`src/rtl/vga_hex_overlay.sv`:
```
// Hex-dump overlay pixel stage: draws NUM_WORDS 32-bit words as rows of 8 hex
// digits with a fixed 3-clock latency. Optional row highlight: VGA_HEX_HILITE_EN.
module vga_hex_overlay #(
  parameter int          NUM_WORDS = 16,
  parameter int          X0        = 16,
  parameter int          Y0        = 16,
  parameter logic [23:0] FG_RGB    = 24'hFFFFFF,
  parameter logic [23:0] BG_RGB    = 24'h000080,
  localparam int         IDX_W     = $clog2(NUM_WORDS)
) (
  input  logic             clk_50MHz,
  input  logic             reset,
  input  logic [9:0]       x,
  input  logic [9:0]       y,
  input  logic             video_on,
  input  logic             hsync_in,
  input  logic             vsync_in,
`ifdef VGA_HEX_HILITE_EN
  input  logic [IDX_W-1:0] hilite_idx,
`endif
  output logic [IDX_W-1:0] rd_idx,
  input  logic [31:0]      word_data,
  output logic [7:0]       vga_r,
  output logic [7:0]       vga_g,
  output logic [7:0]       vga_b,
  output logic             hsync,
  output logic             vsync
);

  // Block bounds widened to 11 bits so X0+64 / Y0+16*NUM_WORDS never wrap.
  localparam logic [10:0] X_LO  = 11'(X0);
  localparam logic [10:0] X_HI  = 11'(X0 + 64);
  localparam logic [10:0] Y_LO  = 11'(Y0);
  localparam logic [10:0] Y_HI  = 11'(Y0 + 16 * NUM_WORDS);
  localparam logic [9:0]  X_OFF = 10'(X0);
  localparam logic [9:0]  Y_OFF = 10'(Y0);

  // Glyph rows 1..13, first byte is row 1; rows 0, 14, 15 are always blank.
  localparam logic [103:0] FONT [16] = '{
    104'h00_3C_66_66_6E_76_66_66_66_3C_00_00_00,  // 0
    104'h00_18_38_18_18_18_18_18_18_7E_00_00_00,  // 1
    104'h00_3C_66_06_0C_18_30_60_66_7E_00_00_00,  // 2
    104'h00_3C_66_06_1C_06_06_06_66_3C_00_00_00,  // 3
    104'h00_0C_1C_3C_6C_CC_FE_0C_0C_1E_00_00_00,  // 4
    104'h00_7E_60_60_7C_06_06_06_66_3C_00_00_00,  // 5
    104'h00_1C_30_60_7C_66_66_66_66_3C_00_00_00,  // 6
    104'h00_7E_66_06_0C_18_18_18_18_18_00_00_00,  // 7
    104'h00_3C_66_66_3C_66_66_66_66_3C_00_00_00,  // 8
    104'h00_3C_66_66_66_3E_06_06_0C_38_00_00_00,  // 9
    104'h00_18_3C_66_66_7E_66_66_66_66_00_00_00,  // A
    104'h00_7C_66_66_7C_66_66_66_66_7C_00_00_00,  // B
    104'h00_3C_66_60_60_60_60_60_66_3C_00_00_00,  // C
    104'h00_78_6C_66_66_66_66_66_6C_78_00_00_00,  // D
    104'h00_7E_60_60_7C_60_60_60_60_7E_00_00_00,  // E
    104'h00_7E_60_60_7C_60_60_60_60_60_00_00_00   // F
  };

  function automatic logic [7:0] font_row(input logic [3:0] nib, input logic [3:0] g);
    logic [103:0] shifted;
    shifted  = FONT[nib] << {g - 4'd1, 3'b000};
    font_row = 8'h00;
    if (g != 4'd0 && g <= 4'd13) font_row = shifted[103:96];
  endfunction

  // Stage 1: position decode
  logic             in_reg_d, in_reg_q;
  logic [2:0]       digit_d, digit_q;
  logic [2:0]       col_d, col_q;
  logic [3:0]       grow_d, grow_q;
  logic [IDX_W-1:0] rd_idx_d, rd_idx_q;
  logic             hil_d, hil_q;
  logic             von1_d, von1_q, hs1_d, hs1_q, vs1_d, vs1_q;
  // Stage 2: glyph lookup
  logic [7:0]       font_bits_d, font_bits_q;
  logic [2:0]       col2_d, col2_q;
  logic             in2_d, in2_q, hil2_d, hil2_q;
  logic             von2_d, von2_q, hs2_d, hs2_q, vs2_d, vs2_q;
  // Stage 3: colour out
  logic [23:0]      rgb_d, rgb_q;
  logic             hsync_d, hsync_q, vsync_d, vsync_q;

  logic [5:0]       rx;
  logic [IDX_W+3:0] ry;
  logic [IDX_W-1:0] row;
  logic [3:0]       nib;
  logic             pix;

  // NOTE: every combinational output gets a default before any branch, so no latch can be inferred.
  always_comb begin
    rx  = 6'(x - X_OFF);
    ry  = (IDX_W + 4)'(y - Y_OFF);
    row = ry[IDX_W+3:4];

    // Range test on the raw coordinates; rx/ry are only meaningful inside.
    in_reg_d = ({1'b0, x} >= X_LO) && ({1'b0, x} < X_HI) &&
               ({1'b0, y} >= Y_LO) && ({1'b0, y} < Y_HI);
    digit_d  = rx[5:3];
    col_d    = rx[2:0];
    grow_d   = ry[3:0];
    rd_idx_d = in_reg_d ? row : rd_idx_q;
`ifdef VGA_HEX_HILITE_EN
    hil_d    = (row == hilite_idx);
`else
    hil_d    = 1'b0;
`endif
    von1_d   = video_on;
    hs1_d    = hsync_in;
    vs1_d    = vsync_in;

    nib         = word_data[5'd28 - {digit_q, 2'b00} +: 4];
    font_bits_d = font_row(nib, grow_q);
    col2_d      = col_q;
    in2_d       = in_reg_q;
    hil2_d      = hil_q;
    von2_d      = von1_q;
    hs2_d       = hs1_q;
    vs2_d       = vs1_q;

    pix   = font_bits_q[3'd7 - col2_q];
    rgb_d = 24'h000000;
    if (von2_q && in2_q) rgb_d = (pix ^ hil2_q) ? FG_RGB : BG_RGB;
    hsync_d = hs2_q;
    vsync_d = vs2_q;
  end

  // NOTE: state flops use non-blocking assignments so all stages advance on the same edge.
  always_ff @(posedge clk_50MHz or posedge reset) begin
    if (reset) begin
      in_reg_q    <= 1'b0;
      digit_q     <= '0;
      col_q       <= '0;
      grow_q      <= '0;
      rd_idx_q    <= '0;
      hil_q       <= 1'b0;
      von1_q      <= 1'b0;
      hs1_q       <= 1'b0;
      vs1_q       <= 1'b0;
      font_bits_q <= '0;
      col2_q      <= '0;
      in2_q       <= 1'b0;
      hil2_q      <= 1'b0;
      von2_q      <= 1'b0;
      hs2_q       <= 1'b0;
      vs2_q       <= 1'b0;
      rgb_q       <= '0;
      hsync_q     <= 1'b0;
      vsync_q     <= 1'b0;
    end else begin
      in_reg_q    <= in_reg_d;
      digit_q     <= digit_d;
      col_q       <= col_d;
      grow_q      <= grow_d;
      rd_idx_q    <= rd_idx_d;
      hil_q       <= hil_d;
      von1_q      <= von1_d;
      hs1_q       <= hs1_d;
      vs1_q       <= vs1_d;
      font_bits_q <= font_bits_d;
      col2_q      <= col2_d;
      in2_q       <= in2_d;
      hil2_q      <= hil2_d;
      von2_q      <= von2_d;
      hs2_q       <= hs2_d;
      vs2_q       <= vs2_d;
      rgb_q       <= rgb_d;
      hsync_q     <= hsync_d;
      vsync_q     <= vsync_d;
    end
  end

  assign rd_idx = rd_idx_q;
  assign vga_r  = rgb_q[23:16];
  assign vga_g  = rgb_q[15:8];
  assign vga_b  = rgb_q[7:0];
  assign hsync  = hsync_q;
  assign vsync  = vsync_q;

endmodule
```
`config.mk`:
```
export PLATFORM = sky130hd
export DESIGN_NAME = vga_hex_overlay
export DESIGN_NICKNAME = d
export VERILOG_FILES = /design/src/rtl/vga_hex_overlay.sv
export SDC_FILE = /design/constraint.sdc
export NUM_CORES = 1
export LEC_CHECK = 0
export ABC_AREA = 1
export CAP_MARGIN = 20
export CORE_ASPECT_RATIO = 0.6
export CORE_MARGIN = 2
export CORE_UTILIZATION = 55
export DETAILED_ROUTE_END_ITERATION = 8
export DONT_BUFFER_PORTS = 1
export HOLD_SLACK_MARGIN = 0.05
export PLACE_DENSITY = 0.71
export SLEW_MARGIN = 30
export SYNTH_ARGS = -nofsm -noshare
export SYNTH_HDL_FRONTEND = slang
export SYNTH_SLANG_ARGS = --single-unit
```
`constraint.sdc`:
```
create_clock -name clk_50MHz -period 3.51 [get_ports clk_50MHz]
set_input_delay 0.702 -clock clk_50MHz [delete_from_list [all_inputs] [get_ports clk_50MHz]]
set_output_delay 0.702 -clock clk_50MHz [all_outputs]
set_load 0.1 [all_outputs]
```
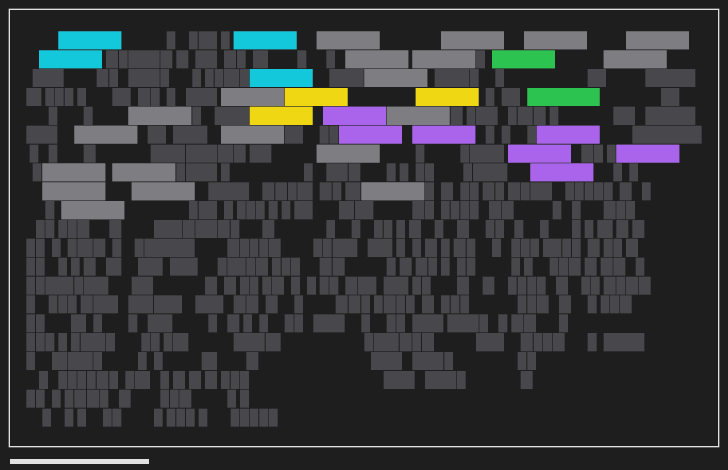
Fig. 1. Where the registers sit.
The bar under the picture is 20 um long.
legend:
  cyan:
    netlist_name: rd_idx
    sequential_cells: 4
    where: upper left
  yellow:
    netlist_name: col2_q
    sequential_cells: 3
  green:
    netlist_name: rgb_q
    sequential_cells: 2
  purple:
    netlist_name: font_bits_q
    sequential_cells: 7
not colored: 20

==> results_dict.tcl <==
# collected from the flow reports
set metrics [dict create \
    ys_seq_share_pct 28.4 \
    logic_gate_count 328 \
    outcome "completed" \
    p_comb_mw 0.487 \
    dominant-cell-class "multi-input combinational cells" \
    period_used_pct 79.0 \
    buffers 10 \
    cpMostUsedCell "nand2_1" \
    largest_register_ffs 7 \
    crit_arrival_ps 2940 \
    place_hpwl_mm 5.63 \
    cp_max_fo 19 \
    ys_sh_aoi_pct 8.47 \
    gp_congestion 0.984 \
    first_iter_violations 252 \
    start_kind "flip-flop" \
    max_stage_delay_ps 750 \
    final_cell_mix "140 x nand2_1, 65 x inv_1, 52 x nand3_1" \
    regMostFlops "font_bits_q" \
    seq_area_share_pct 28.0 \
    peakVddDrop_v 0.000211 \
    final_antenna_net_count 0 \
    place_area_um2 3130 \
    synth_flops 36 \
    syn_to_final_growth_pct 1.62 \
    top_power_group "registers" \
    ff_latch_area_um2 905 \
    simple_gate_share_pct 38.9 \
    rsz0062_at_grt "false" \
    setup_viol 0 \
    final_area_um2 3230 \
    fp_nets 542 \
    clock.fmax_mhz 361 \
    dr_wl_met3_um 884 \
    period_minus_slack_ps 2770 \
    seq-power_mw 0.570 \
    postCtsSetupBuffers 0 \
    ctsHoldBuffers 0 \
    wl_met2_mm 2.80 \
    fin_skew_ps 7.90 \
    crit_path_start "digit_q[0]" \
    reg2regPathDepth 18 \
    root_buffer "clkbuf_8" \
    post_drt_via_cell_ratio 5.30 \
    grt_pass1_wl_mm 12.0 \
    antenna_found_initial 0 \
    seqPwrFrac_pct 41.5 \
    sh_comb_area_pct 53.5 \
    hold_path_class "input port to asynchronous set/reset pin" \
    worstMarginPinSlew_ps 913 \
    die_h_um 62.9 \
    flops 36 \
    synth_cells 470 \
]
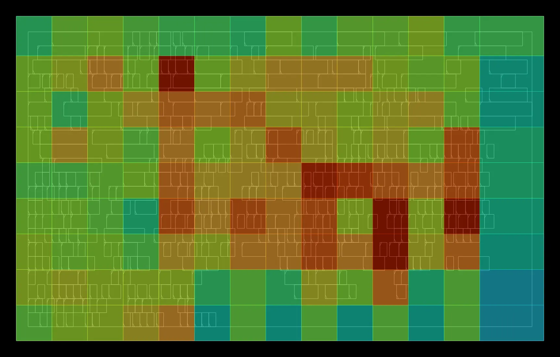
Fig. 2. Routing congestion.
GRT Overall Usage: 23.2%
grt met2 use: 30.4%

